File: src/rtl/ffi_gamma_ctrl.sv
// ffi_gamma_ctrl: gamma-window feed-forward-inhibition controller.
// Frames time into GAMMA_LEN-cycle windows followed by REST_LEN rest cycles.
// Within a window it issues active-low spike requests all-or-nothing against
// a cumulative budget of FFI_MAX spikes, and lets each neuron fire at most once.
module ffi_gamma_ctrl #(
   parameter int unsigned NUM_SPIKES = 8,
   parameter int unsigned FFI_MAX    = 2,
   parameter int unsigned GAMMA_LEN  = 16,
   parameter int unsigned REST_LEN   = 2,
   localparam int unsigned CW        = $clog2(NUM_SPIKES + 1)
) (
   input  logic                  clk,
   input  logic                  rst_l,
   input  logic                  start,
   input  logic [NUM_SPIKES-1:0] should_spike_in_l,
   output logic [NUM_SPIKES-1:0] should_spike_out_l,
   output logic [NUM_SPIKES-1:0] fired_l,
   output logic [CW-1:0]         spike_count,
   output logic                  inhibited,
   output logic                  busy,
   output logic                  gamma_done
);

   localparam int unsigned TW = (GAMMA_LEN > 1) ? $clog2(GAMMA_LEN) : 1;
   localparam int unsigned RW = (REST_LEN > 1) ? $clog2(REST_LEN) : 1;

   typedef enum logic [1:0] {
      S_IDLE,
      S_INTEGRATE,
      S_INHIBIT,
      S_REST
   } state_t;

   state_t                state;
   logic [TW-1:0]         tick;
   logic [RW-1:0]         rtick;

   logic [NUM_SPIKES-1:0] cand;
   logic [CW-1:0]         n_req;
   logic [CW-1:0]         rem;
   logic [CW-1:0]         sum;
   logic                  accept;
   logic                  over;
   logic                  tick_last;
   logic                  rtick_last;

   // Candidate set, its popcount and the all-or-nothing budget decision.
   always_comb begin
      cand  = ~should_spike_in_l & fired_l;
      n_req = '0;
      for (int unsigned i = 0; i < NUM_SPIKES; i++) begin
         n_req = n_req + CW'(cand[i]);
      end
      rem        = CW'(FFI_MAX) - spike_count;
      sum        = spike_count + n_req;
      accept     = (n_req != '0) && (n_req <= rem);
      over       = (n_req > rem);
      tick_last  = (tick == TW'(GAMMA_LEN - 1));
      rtick_last = (rtick == RW'(REST_LEN - 1));
   end

   // Window sequencer with registered outputs; spikes are single-cycle pulses.
   always_ff @(posedge clk or negedge rst_l) begin
      if (!rst_l) begin
         state              <= S_IDLE;
         tick               <= '0;
         rtick              <= '0;
         should_spike_out_l <= '1;
         fired_l            <= '1;
         spike_count        <= '0;
         inhibited          <= 1'b0;
         busy               <= 1'b0;
         gamma_done         <= 1'b0;
      end else begin
         should_spike_out_l <= '1;
         gamma_done         <= 1'b0;
         case (state)
            S_IDLE: begin
               if (start) begin
                  state       <= S_INTEGRATE;
                  tick        <= '0;
                  fired_l     <= '1;
                  spike_count <= '0;
                  busy        <= 1'b1;
                  inhibited   <= 1'b0;
               end
            end
            S_INTEGRATE: begin
               if (accept) begin
                  should_spike_out_l <= ~cand;
                  fired_l            <= fired_l & ~cand;
                  spike_count        <= sum;
               end
               // The last tick closes the window even if the budget was hit on it.
               if (tick_last) begin
                  state     <= S_REST;
                  rtick     <= '0;
                  inhibited <= 1'b0;
               end else begin
                  tick <= tick + 1'b1;
                  if (over || (accept && (sum == CW'(FFI_MAX)))) begin
                     state     <= S_INHIBIT;
                     inhibited <= 1'b1;
                  end
               end
            end
            S_INHIBIT: begin
               if (tick_last) begin
                  state     <= S_REST;
                  rtick     <= '0;
                  inhibited <= 1'b0;
               end else begin
                  tick <= tick + 1'b1;
               end
            end
            S_REST: begin
               if (rtick_last) begin
                  state      <= S_IDLE;
                  tick       <= '0;
                  rtick      <= '0;
                  busy       <= 1'b0;
                  gamma_done <= 1'b1;
               end else begin
                  rtick <= rtick + 1'b1;
               end
            end
            default: begin
               state <= S_IDLE;
            end
         endcase
      end
   end

endmodule
File: config.mk
export PLATFORM = sky130hd
export DESIGN_NAME = ffi_gamma_ctrl
export DESIGN_NICKNAME = d
export VERILOG_FILES = /design/src/rtl/ffi_gamma_ctrl.sv
export SDC_FILE = /design/constraint.sdc
export NUM_CORES = 1
export LEC_CHECK = 0
export ABC_AREA = 1
export CELL_PAD_IN_SITES_DETAIL_PLACEMENT = 2
export CELL_PAD_IN_SITES_GLOBAL_PLACEMENT = 2
export CORE_ASPECT_RATIO = 1.5
export CORE_MARGIN = 2
export CORE_UTILIZATION = 33
export CTS_BUF_LIST = sky130_fd_sc_hd__clkbuf_16
export CTS_CLUSTER_DIAMETER = 150
export DETAILED_ROUTE_END_ITERATION = 10
export PLACE_DENSITY = 0.79
export SLEW_MARGIN = 10
export SYNTH_ARGS = -nofsm -noshare
export SYNTH_HDL_FRONTEND = slang
export SYNTH_SLANG_ARGS = --single-unit
File: constraint.sdc
create_clock -name clk -period 9.7 [get_ports clk]
set_input_delay 0.97 -clock clk [delete_from_list [all_inputs] [get_ports clk]]
set_output_delay 0.97 -clock clk [all_outputs]
set_load 0.03 [all_outputs]
floorplan.png
Bar = 20 um. Pins as bars on the die edge.
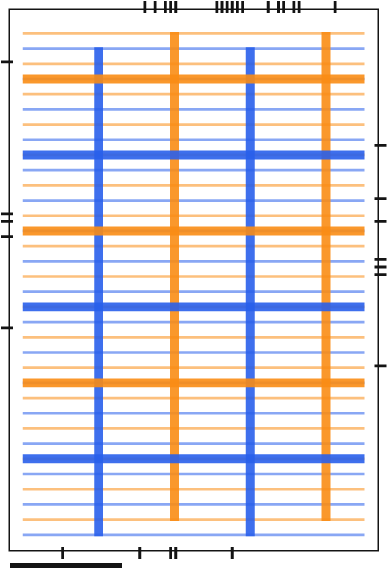
| colour | net |
|---|---|
| blue | VSS |
| orange | VDD |
met1 rails: 34
signal pins: 34
met4 straps: 4
met5 straps: 6
Vert. Die Dim: 96.7 um
Core ar.: 5490 sq um
DIE WIDTH: 65.8 um

class_map.png
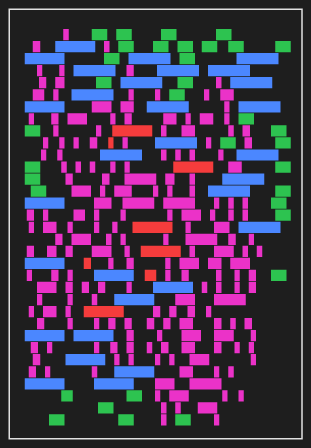
| colour | class | cells | share of their area |
|---|---|---|---|
| magenta | remaining logic cells | 189 | 47% |
| blue | registers | 30 | 33% |
| green | remaining buffers and delay cells | 34 | 14% |
| red | clock drivers and dummy loads | 8 | 6.0% |
Rows: 33
post-layout util: 0.445
Seq/total area: 0.316
fin area: 2440 sq um

clock_wires.png
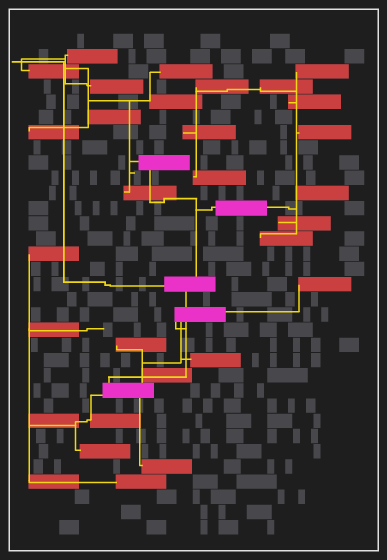
[magenta] clock-net drivers | count: 5
[yellow] clock wires | length: 494 um
[red] flip-flops | count: 30
routed clock nets: 6
flops lie: all over the die
Clock Latency Late Sink: 0.27 ns
Worst Skew: 0.00313 ns

==> results.json <==
{
  "status": "completed",
  "setup_viol": 0,
  "syn_area_per_cell_sq_um": 8.55,
  "hold_start": "fired_l[6]$_DFFE_PN1P_",
  "r2r-end": "spike_count[3]$_DFFE_PN0P_",
  "cts.sinks": 30,
  "viasPerCell": 4.85,
  "slew_headroom": 0.619,
  "nonClockInverterCount": 42,
  "antennaDiodeCount": 0,
  "initCoreUtil": 0.344,
  "met1_length_um": 1930,
  "maxUsedRoutingLayer": "met4",
  "xor_share": 0.0278,
  "yosys_cells": 221,
  "cts_tree": "yes",
  "comb_area_frac": 0.387,
  "ant_nets": 0,
  "num-clock-buffers": 5,
  "mostFrequentLayoutCells": "55 x nand2_1, 42 x inv_1, 33 x clkdlybuf4s50_1, 29 x nand3_1, 17 x ha_1",
  "dieArea_sq_um": 6360,
  "synth_adder_area_share": 0.166,
  "tightest_slew_ns": 0.570,
  "hold_path_class": "reg2reg",
  "final-nonclk-buf-share": 0.138,
  "n_tap_cell": 70,
  "logic_area_sq_um": 946,
  "hold_violations": 0,
  "r2r-start": "fired_l[1]$_DFFE_PN1P_",
  "n_all_buffers": 34,
  "numCtsBuffers": 5,
  "placed_cells": 323,
  "common_cells": "55 x nand2_1, 42 x inv_1, 29 x nand3_1",
  "grt_util_met3": 0.0279,
  "h-tree-depth": 2,
  "ctsHoldBuffers": 0,
  "finalWorstSetupSlack_ns": 4.17,
  "root_buffer": "clkbuf_16",
  "grt_pass1_vias": 1832,
  "ctsResizeCount": 0,
  "period_used_share": 0.570,
  "tool_warnings": 31,
  "synthMuxAreaShare": 0,
  "layout.cells.most_common": "nand2_1",
  "dr.pass1.iters": 4,
  "crit_path_end": "spike_count[3]$_DFFE_PN0P_",
  "fillers": 614,
  "final_cells": 331,
  "top_logic_kind": "simple AND/OR/NAND/NOR gates",
  "drtIter0Drc": 40,
  "whs_path_depth": 2,
  "grt_pass1_wl_um": 8950,
  "cts_max_path_buffers": 2,
  "antenna_found_initial": 0,
  "rsz0062_at_grt": "false",
  "netlist_area_sq_um": 1890,
  "compound_area_frac": 0.0709,
  "tns_ns": 0,
  "area_share_clock_buf_inv": 0.0579,
  "yosysTopAreaCell": "dfstp_2",
  "met2_length_um": 3150,
  "synth_cell_types": 26,
  "whs_endpoint": "fired_l[6]$_DFFE_PN1P_",
  "synth_dominant_cell_count": "nand2_1",
  "cts_setup_buffers": 0,
  "drc": 0,
  "synth.ff_latch_count": 30,
  "ys.warnings.count": 0,
  "hold_slack_ns": 0.467,
  "layout-drive-gt1-share": 0.134,
  "comb_cells": 147,
  "critPathArrivalTime_ns": 5.74,
  "layout.nets": 293,
  "max_freq_ghz": 0.181,
  "crit_fanout": 13,
  "wl_met3_um": 87,
  "async_flop_share": 1.00,
  "place_congestion": 0.797,
  "io_pins": 34,
  "yosysChipArea_sq_um": 1890,
  "synth-edff-count": 0,
  "area_growth_pct": 29.2
}
layers.png
Bar = 20 um.
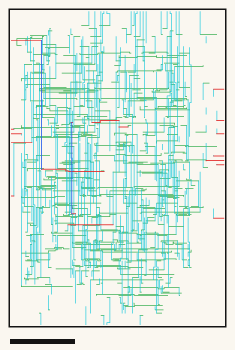
| colour | layer | wire length |
|---|---|---|
| blue | M4 | 67.3 um |
| cyan | M2 | 3,150 um |
| green | M1 | 1,930 um |
| red | M3 | 87.3 um |
GRT Total Usage: 0.186
detailed-route via count: 1,607
routed wire length: 5240 um

congestion_map.png
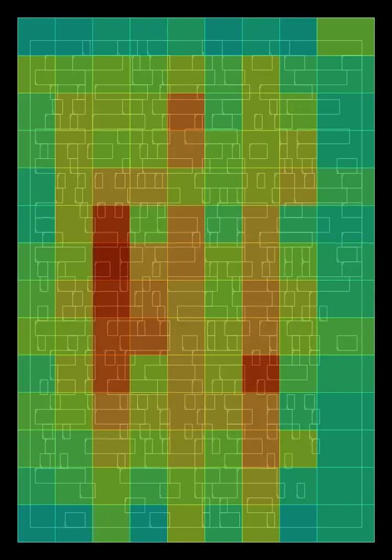
met2 Usage GRT: 0.357
GRT busiest layer: met2
DR WL/cell: 15.8 um
met1 Usage GRT: 0.196

worst max-delay path: stages:
cell and delay, ns:
clkdlybuf4s50_1 0.45, inv_1 0.09, nand2_1 0.07, fa_1 0.54, inv_1 0.05, fa_1 0.50, inv_1 0.06, fa_1 0.50
inv_1 0.05, ha_1 0.21, fa_1 0.39, xnor2_1 0.23, inv_1 0.12, ha_1 0.29, nand2_1 0.06, inv_1 0.08
nand3_1 0.11, nand2_1 0.17, nand2_2 0.11, nor2_8 0.18, nand2_4 0.17, nand2_1 0.17, nand3_1 0.11, nand2_1 0.07
registers in the layout, summed over array words and instances, names as in the netlist:
signal / flops
busy: 1
fired_l: 8
gamma_done: 1
inhibited: 1
rtick: 1
should_spike_out_l: 8
spike_count: 4
state: 2
tick: 4
